**src/rtl/wbgpio_irq.sv**
```systemverilog
// Wishbone GPIO port with per-pin edge-select, sticky W1C pending flags and a masked interrupt.
// Define WBGPIO_IRQ_DEBOUNCE_EN to insert a per-pin debounce filter after the synchroniser.
module wbgpio_irq #(
    parameter int              NIN         = 16,
    parameter int              NOUT        = 16,
    parameter logic [NOUT-1:0] DEFAULT     = '0,
    parameter int              SYNC_STAGES = 2,
    parameter int              DEBOUNCE    = 15
) (
    input  logic            i_clk,
    input  logic            i_reset_n,
    input  logic            i_wb_cyc,
    input  logic            i_wb_stb,
    input  logic            i_wb_we,
    input  logic [1:0]      i_wb_addr,
    input  logic [31:0]     i_wb_data,
    output logic            o_wb_stall,
    output logic            o_wb_ack,
    output logic [31:0]     o_wb_data,
    input  logic [NIN-1:0]  i_gpio,
    output logic [NOUT-1:0] o_gpio,
    output logic            o_int
);

    if (NIN < 1 || NIN > 16 || NOUT < 1 || NOUT > 16 || SYNC_STAGES < 2 || DEBOUNCE < 1) begin : g_bad_param
        $error("wbgpio_irq: parameter out of range");
    end

    // Handshake: a request (cyc & stb) is always accepted in the cycle it is presented
    // (stall is tied low) and answered by a one-cycle ack on the next clock, with read data
    // registered alongside the ack.
    logic acc, wr;
    assign acc        = i_wb_cyc & i_wb_stb;
    assign wr         = acc & i_wb_we;
    assign o_wb_stall = 1'b0;

    logic [NIN-1:0] sync_q [SYNC_STAGES];
    logic [NIN-1:0] s, filt, prev_q;
    logic [NIN-1:0] edge_r_q, edge_f_q, pend_q, mask_q;
    logic [NIN-1:0] rise, fall, evt, clr;
    logic [31:0]    rdata;

    assign s = sync_q[SYNC_STAGES-1];

    always_ff @(posedge i_clk or negedge i_reset_n) begin
        if (!i_reset_n) begin
            for (int i = 0; i < SYNC_STAGES; i++) sync_q[i] <= '0;
        end else begin
            sync_q[0] <= i_gpio;
            for (int i = 1; i < SYNC_STAGES; i++) sync_q[i] <= sync_q[i-1];
        end
    end

`ifdef WBGPIO_IRQ_DEBOUNCE_EN
    localparam int CW = $clog2(DEBOUNCE + 1);
    logic [CW-1:0]  cnt_q [NIN];
    logic [NIN-1:0] filt_q;

    // A pin's filtered value follows s only after DEBOUNCE consecutive differing cycles.
    always_ff @(posedge i_clk or negedge i_reset_n) begin
        if (!i_reset_n) begin
            filt_q <= '0;
            for (int i = 0; i < NIN; i++) cnt_q[i] <= '0;
        end else begin
            for (int i = 0; i < NIN; i++) begin
                if (s[i] == filt_q[i]) begin
                    cnt_q[i] <= '0;
                end else if (cnt_q[i] == CW'(DEBOUNCE - 1)) begin
                    filt_q[i] <= s[i];
                    cnt_q[i]  <= '0;
                end else begin
                    cnt_q[i] <= cnt_q[i] + 1'b1;
                end
            end
        end
    end
    assign filt = filt_q;
`else
    assign filt = s;
`endif

    assign rise = filt & ~prev_q;
    assign fall = ~filt & prev_q;
    assign evt  = (rise & edge_r_q) | (fall & edge_f_q);
    assign clr  = (wr && i_wb_addr == 2'd2) ? i_wb_data[NIN-1:0] : '0;

    always_comb begin
        rdata = '0;
        case (i_wb_addr)
            2'd0: begin
                rdata[NOUT-1:0]   = o_gpio;
                rdata[NIN+15:16]  = filt;
            end
            2'd1: begin
                rdata[NIN+15:16]  = edge_r_q;
                rdata[NIN-1:0]    = edge_f_q;
            end
            2'd2:    rdata[NIN-1:0] = pend_q;
            default: rdata[NIN-1:0] = mask_q;
        endcase
    end

    always_ff @(posedge i_clk or negedge i_reset_n) begin
        if (!i_reset_n) begin
            o_gpio    <= DEFAULT;
            edge_r_q  <= '0;
            edge_f_q  <= '0;
            pend_q    <= '0;
            mask_q    <= '0;
            prev_q    <= '0;
            o_int     <= 1'b0;
            o_wb_ack  <= 1'b0;
            o_wb_data <= '0;
        end else begin
            o_wb_ack <= acc;
            if (acc) o_wb_data <= rdata;
            if (wr) begin
                case (i_wb_addr)
                    2'd0: o_gpio <= (o_gpio & ~i_wb_data[NOUT+15:16])
                                  | (i_wb_data[NOUT-1:0] & i_wb_data[NOUT+15:16]);
                    2'd1: begin
                        edge_r_q <= i_wb_data[NIN+15:16];
                        edge_f_q <= i_wb_data[NIN-1:0];
                    end
                    2'd3:    mask_q <= i_wb_data[NIN-1:0];
                    default: ;
                endcase
            end
            prev_q <= filt;
            // Set wins over a simultaneous write-1-to-clear of the same bit.
            pend_q <= (pend_q & ~clr) | evt;
            o_int  <= |(pend_q & mask_q);
        end
    end

endmodule

```
**config.mk**
```make
export PLATFORM = sky130hd
export DESIGN_NAME = wbgpio_irq
export DESIGN_NICKNAME = d
export VERILOG_FILES = /design/src/rtl/wbgpio_irq.sv
export SDC_FILE = /design/constraint.sdc
export NUM_CORES = 1
export LEC_CHECK = 0
export CAP_MARGIN = 20
export CORE_MARGIN = 1.5
export CORE_UTILIZATION = 60
export CTS_BUF_LIST = sky130_fd_sc_hd__clkbuf_4
export DETAILED_ROUTE_END_ITERATION = 6
export PLACE_DENSITY_LB_ADDON = 0.1
export SETUP_SLACK_MARGIN = 0.2
export SYNTH_ARGS = -nofsm -noshare
export SYNTH_HDL_FRONTEND = slang
export SYNTH_SLANG_ARGS = --single-unit
export TNS_END_PERCENT = 20
```
**constraint.sdc**
```tcl
create_clock -name i_clk -period 3.03 [get_ports i_clk]
set_clock_uncertainty 0.15 [all_clocks]
set_input_delay 0.7575 -clock i_clk [delete_from_list [all_inputs] [get_ports i_clk]]
set_output_delay 0.7575 -clock i_clk [all_outputs]
set_load 0.005 [all_outputs]
```
**Run 1: floorplan with the power grid**

Scale: 4 px per µm. Pins as bars on the die edge. Tap cells in grey.
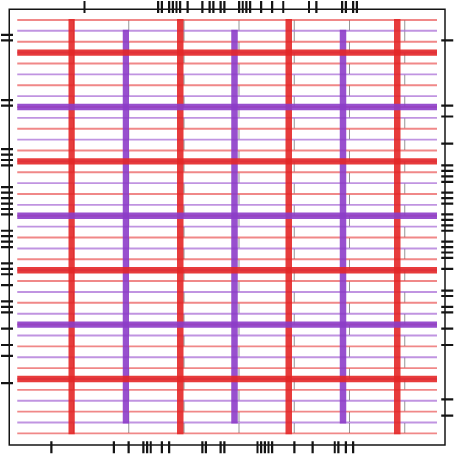
[red] VSS
[purple] VDD
tap cells: 140
met5 straps: 7
met4 straps: 7
rows: 38
maximum vdd drop: 0.450 mV
Die Ht: 109 µm
die width: 109 µm
Core Box Area: 10800 µm²

**Run 1: cells coloured by class**

Scale: 4 px per µm. Fill, decap, tap and diode cells in grey.
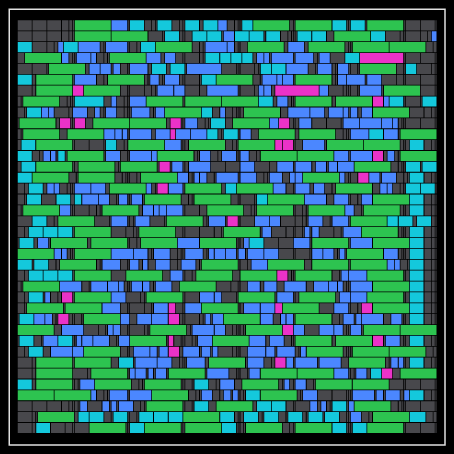
[blue] combinational and other logic | cells: 289 | share of their area: 31%
[magenta] clock drivers and dummy loads | cells: 29 | share of their area: 3.1%
[cyan] other buffers and delay cells | cells: 119 | share of their area: 15%
[green] flops | cells: 162 | share of their area: 51%
post-route cell area: 8110 µm²
row count: 38
sequential share of cell area: 50.0%

**Run 1: routed clock nets over the placement**

Scale: 3 px per µm.
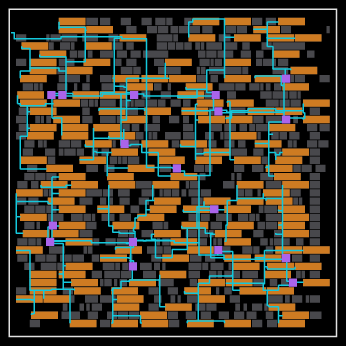
[orange] flip-flops | count: 162
[purple] clock drivers | count: 17
[cyan] clock wires | length: 1610 µm
flops lie: widely spread

**Run 1: signal wires by layer**

Scale: 4 px per µm.
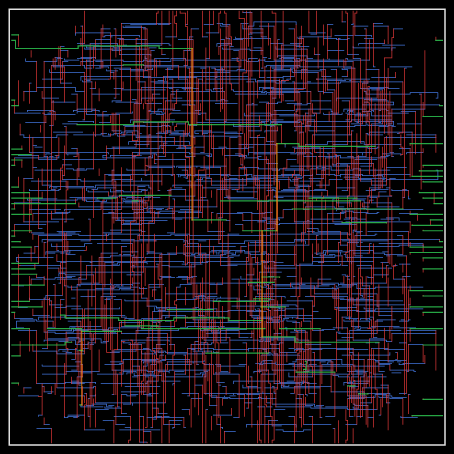
[green] metal 3 | wire length: 761 µm
[red] metal 2 | wire length: 6890 µm
[blue] metal 1 | wire length: 6570 µm
[orange] metal 4 | wire length: 110 µm

==> impl_metrics.py, run 1 <==
# Auto-generated metrics
metrics = {
    "yosys": {
        "synthesis.nets": 531,
        "yosys-dominant-comb-family": "multiplexers",
        "mappedNetlistArea_um2": 6690,
        "synthArstFlopShare_pct": 100,
        "ff_type": "dfrtp_1",
        "xor_share_pct": 0,
        "area_leaders": "dfrtp_1 (61%), mux2i_1 (7.2%), mux2_4 (7.0%), mux2_2 (3.0%), nand2_1 (2.7%)",
        "synth.distinct_cells": 28,
        "synth-edff-count": 0,
        "yosysMostFrequentCell": "dfrtp_1",
        "ys_warn_count": 0,
        "synth_area_per_cell_um2": 14.0,
        "ys_chip_area_um2": 6690,
        "ys_seq_share_pct": 60.6,
        "yosys_cells": 476,
    },
    "setup_path": {
        "r2r_cells": 3,
        "worstReg2RegStart": "mask_q[10]",
        "critPathCapture": "o_gpio[1]",
        "cp_data_required_time_ns": 2.12,
        "cp_top_family": "buffers and inverters",
        "crit_path_max_incr_delay_ns": 0.52,
        "critical_path_class": "flip-flop to output port",
        "critPathSlowestCell": "clkdlybuf4s50_1",
    },
    "route": {
        "avgRoutedWirePerCell_um": 19.4,
        "wl_met1_um": 6570,
        "first_pass_iters": 4,
        "wirelength_um": 14300,
        "route.met2.wl_um": 6890,
        "vias": 4323,
    },
    "global_route": {
        "antenna_found_initial": 0,
        "grt_use_met1_pct": 37.8,
        "grt_pass1_wl_um": 23300,
        "grt_pass1_vias": 4476,
        "grt-ovfl-total": 0,
    },
    "pwr": {
        "pg_seq_w": 0.00274,
        "p_comb_w": 0.000957,
        "p_per_area_nw_per_um2": 601,
        "p_int_w": 0.00360,
        "p_leak_nw": 3.71,
        "pwr-share-seq_pct": 56.2,
        "swShare_pct": 26.1,
        "p_clk_share_pct": 24.1,
    },
    "floorplan": {
        "tap-cell-count": 140,
        "io_pins": 106,
        "chipArea_um2": 11800,
        "fp_util_pct": 61.7,
    },
    "final_timing": {
        "hold_viol_final": 0,
        "drv_slew": 0,
        "timing.final.crit_share_pct": 78.2,
        "tns_ns": 0,
        "period_minus_slack_ns": 2.37,
        "max_freq_ghz": 0.422,
        "worst_pin_slew_ns": 0.699,
    },
    "clock_network": {
        "ctsLongestPathBuffers": 2,
        "clockRootBuffer": "clkbuf_4",
        "cts_buffers": 17,
        "cts_tree": "done",
        "cts_resized": 0,
        "cts.clk_slew.worst_paths_ns": 0.12,
    },
    "finish": {
        "combGateArea_um2": 2470,
        "lay_top_count": "dfrtp_1",
        "seq_cells": 162,
        "nNonClkBuffers": 119,
        "clk_share_pct": 3.06,
        "syn_to_final_growth_pct": 21.2,
        "layout_top_cells": "dfrtp_1 (162), clkdlybuf4s50_1 (101), nand2_1 (48), mux2i_1 (48), o21ai_0 (32)",
        "nonClkBufAreaFrac_pct": 14.3,
        "comb_share_pct": 30.4,
        "flop_area_um2": 4050,
        "n_all_inverters": 1,
        "comb_cells": 288,
        "n_fill_cell": 756,
        "dominant-cell-class": "sequential cells",
        "diodes": 0,
    },
    "placed_design": {
        "port_buffers": 104,
        "finalWeightedCongestion": 0.790,
    },
    "run_status": {
        "outcome": "completed",
    },
    "worst_hold_path": {
        "min_path_type": "input port to async pin",
    },
}
run 1: metrics by stage:
stage / std cells / worst slack (ns) / total power [W] / cell area, µm² / hold slack [ns]
after floorplan: 476 / 0.936 / 0.00322 / 6690 / 0.181
after global placement: 710 / 0.417 / 0.00369 / 7860 / 0.181
after detailed placement: 710 / 0.351 / 0.00374 / 7860 / 0.185
after CTS: 739 / 0.608 / 0.00491 / 8110 / 0.0819
after global routing: 739 / 0.558 / 0.00512 / 8110 / 0.0952
final: 739 / 0.661 / 0.00487 / 8110 / 0.0848
run 1: sequential cells by signal, summed over array words and instances (netlist names), named ones only:
name / cells
sync_q: 16
pend_q: 16
o_int: 1
o_wb_ack: 1
filt: 16
edge_f_q: 16
o_wb_data: 32
mask_q: 16
edge_r_q: 16
prev_q: 16
==> run 2, diff against run 1 <==
--- a/config.mk
+++ b/config.mk
@@ -7,7 +7,7 @@
 export LEC_CHECK = 0
 export CAP_MARGIN = 20
 export CORE_MARGIN = 1.5
-export CORE_UTILIZATION = 60
+export CORE_UTILIZATION = 50
 export CTS_BUF_LIST = sky130_fd_sc_hd__clkbuf_4
 export DETAILED_ROUTE_END_ITERATION = 6
 export PLACE_DENSITY_LB_ADDON = 0.1
==> constraint.sdc (replaced) <==
create_clock -name i_clk -period 2.1 [get_ports i_clk]
set_clock_uncertainty 0.15 [all_clocks]
set_input_delay 0.525 -clock i_clk [delete_from_list [all_inputs] [get_ports i_clk]]
set_output_delay 0.525 -clock i_clk [all_outputs]
set_load 0.005 [all_outputs]
==> run 2 against run 1 <==
  * Highest routed layer unchanged
  * Sequential cell count unchanged
  * Core utilization is 8.8 points lower
  * Die size increased by 19%
==> impl_metrics.py, run 2 <==
# Auto-generated metrics
metrics = {
    "placed_design": {
        "dpl.cell_count": 754,
        "pre_cts_slack_ns": -0.225,
    },
    "setup_path": {
        "cp_data_required_time_ns": 1.42,
        "cp_top_family": "flip-flops",
        "critPathSlowestCell": "dfrtp_1",
        "critPathCapture": "o_wb_data[14]",
    },
    "floorplan": {
        "fp_util_pct": 50.9,
        "coreArea_um2": 13100,
        "io_pins": 106,
        "die_x_um": 119,
    },
    "final_timing": {
        "finalWorstSetupSlack_ns": 0.217,
        "period_minus_slack_ns": 1.88,
    },
    "pwr": {
        "p_leak_nw": 4.13,
        "worst_ir_drop_vdd_mv": 0.529,
        "p_int_w": 0.00561,
        "finalPower_w": 0.00760,
        "swShare_pct": 26.3,
        "pg_seq_w": 0.00393,
    },
    "finish": {
        "syn_to_final_growth_pct": 29.6,
        "largest_register_ffs": 32,
        "layout_top_cells": "dfrtp_1 (162), buf_4 (57), clkdlybuf4s50_1 (51), nand2_1 (48), mux2i_1 (48)",
    },
    "yosys": {
        "ys_seq_share_pct": 60.6,
        "ys_chip_area_um2": 6690,
        "synth-edff-count": 0,
        "yosysMostFrequentCell": "dfrtp_1",
        "area_leaders": "dfrtp_1 (61%), mux2i_1 (7.2%), mux2_4 (7.0%), mux2_2 (3.0%), nand2_1 (2.7%)",
        "ys_warn_count": 0,
        "synth.distinct_cells": 28,
    },
    "run_status": {
        "outcome": "completed",
    },
    "global_route": {
        "grt-ovfl-total": 0,
        "grt_pass1_wl_um": 24800,
        "grt_pass1_vias": 4695,
    },
    "clock_network": {
        "cts_buffers": 17,
        "ctsLongestPathBuffers": 2,
        "cts_tree": "done",
    },
    "route": {
        "first_pass_iters": 5,
    },
}
==> run 2: routing by layer <==
metal,wire length [µm],share of wire (%)
met3,553,3.7
met2,7140,48
met5,0,0
met4,223,1.5
met1,7080,47
==> run 2: cell families after synthesis <==
family	count (synthesis)	synth area share, %
buf+inv	26	2.47
flops	162	60.6
other cells	1	0.0561
mux	112	19.7
simple gates	87	8.61
compound gates	88	8.53
==> run 2: final cells by class <==
type                    instances  area [µm²]
diodes                          1        2.50
well taps                     176         220
flip-flops and latches        162        4050
fillers                      1016        4470
inverters                       1        3.75
clock inverters                15         214
repair buffers                171        1570
multi-input cells             288        2470
clock buffers                  17         128
==> run 2: repair_timing <==
item,4_1_cts,5_1_grt
buffers inserted,30,13
hold buffers,1,0
setup endpoints to repair,50,47
pin swaps,0,0
gates resized,70,27
endpoints found under the hold margin,39,0
**Run 2: signal wires by layer**

Scale: 4 px per µm.
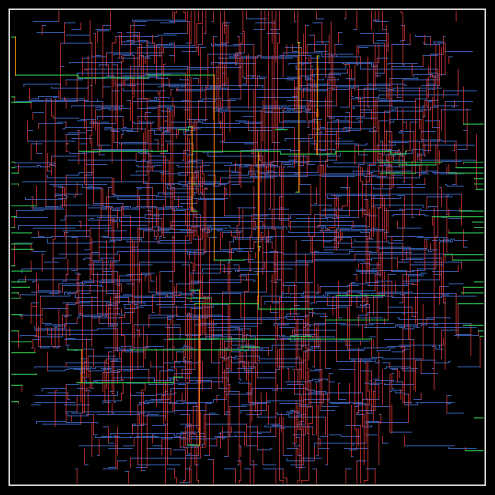
[red] metal 2 | wire length: 7140 µm
[blue] metal 1 | wire length: 7080 µm
[orange] metal 4 | wire length: 224 µm
[green] metal 3 | wire length: 554 µm
WL final: 15000 µm
GR Util All Layers: 22.8%

**Run 2: cells coloured by class**

Scale: 4 px per µm. Fill, decap, tap and diode cells in grey.
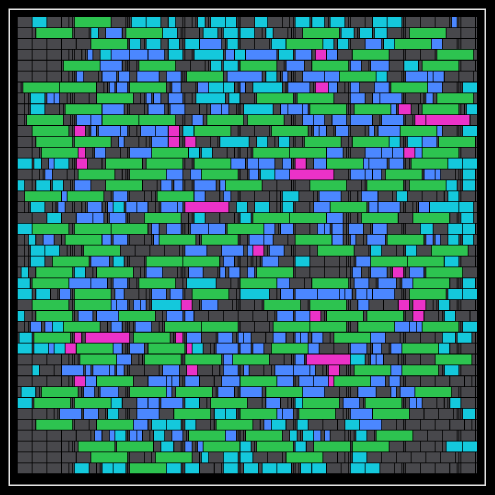
[green] flops | cells: 162 | share of their area: 48%
[blue] combinational and other logic | cells: 289 | share of their area: 29%
[cyan] other buffers and delay cells | cells: 171 | share of their area: 19%
[magenta] clock drivers and dummy loads | cells: 32 | share of their area: 4.0%
post-route cell area: 8660 µm²
row count: 42
sequential share of cell area: 46.8%

No activity file was given, so power comes from the tool's default toggle rates.
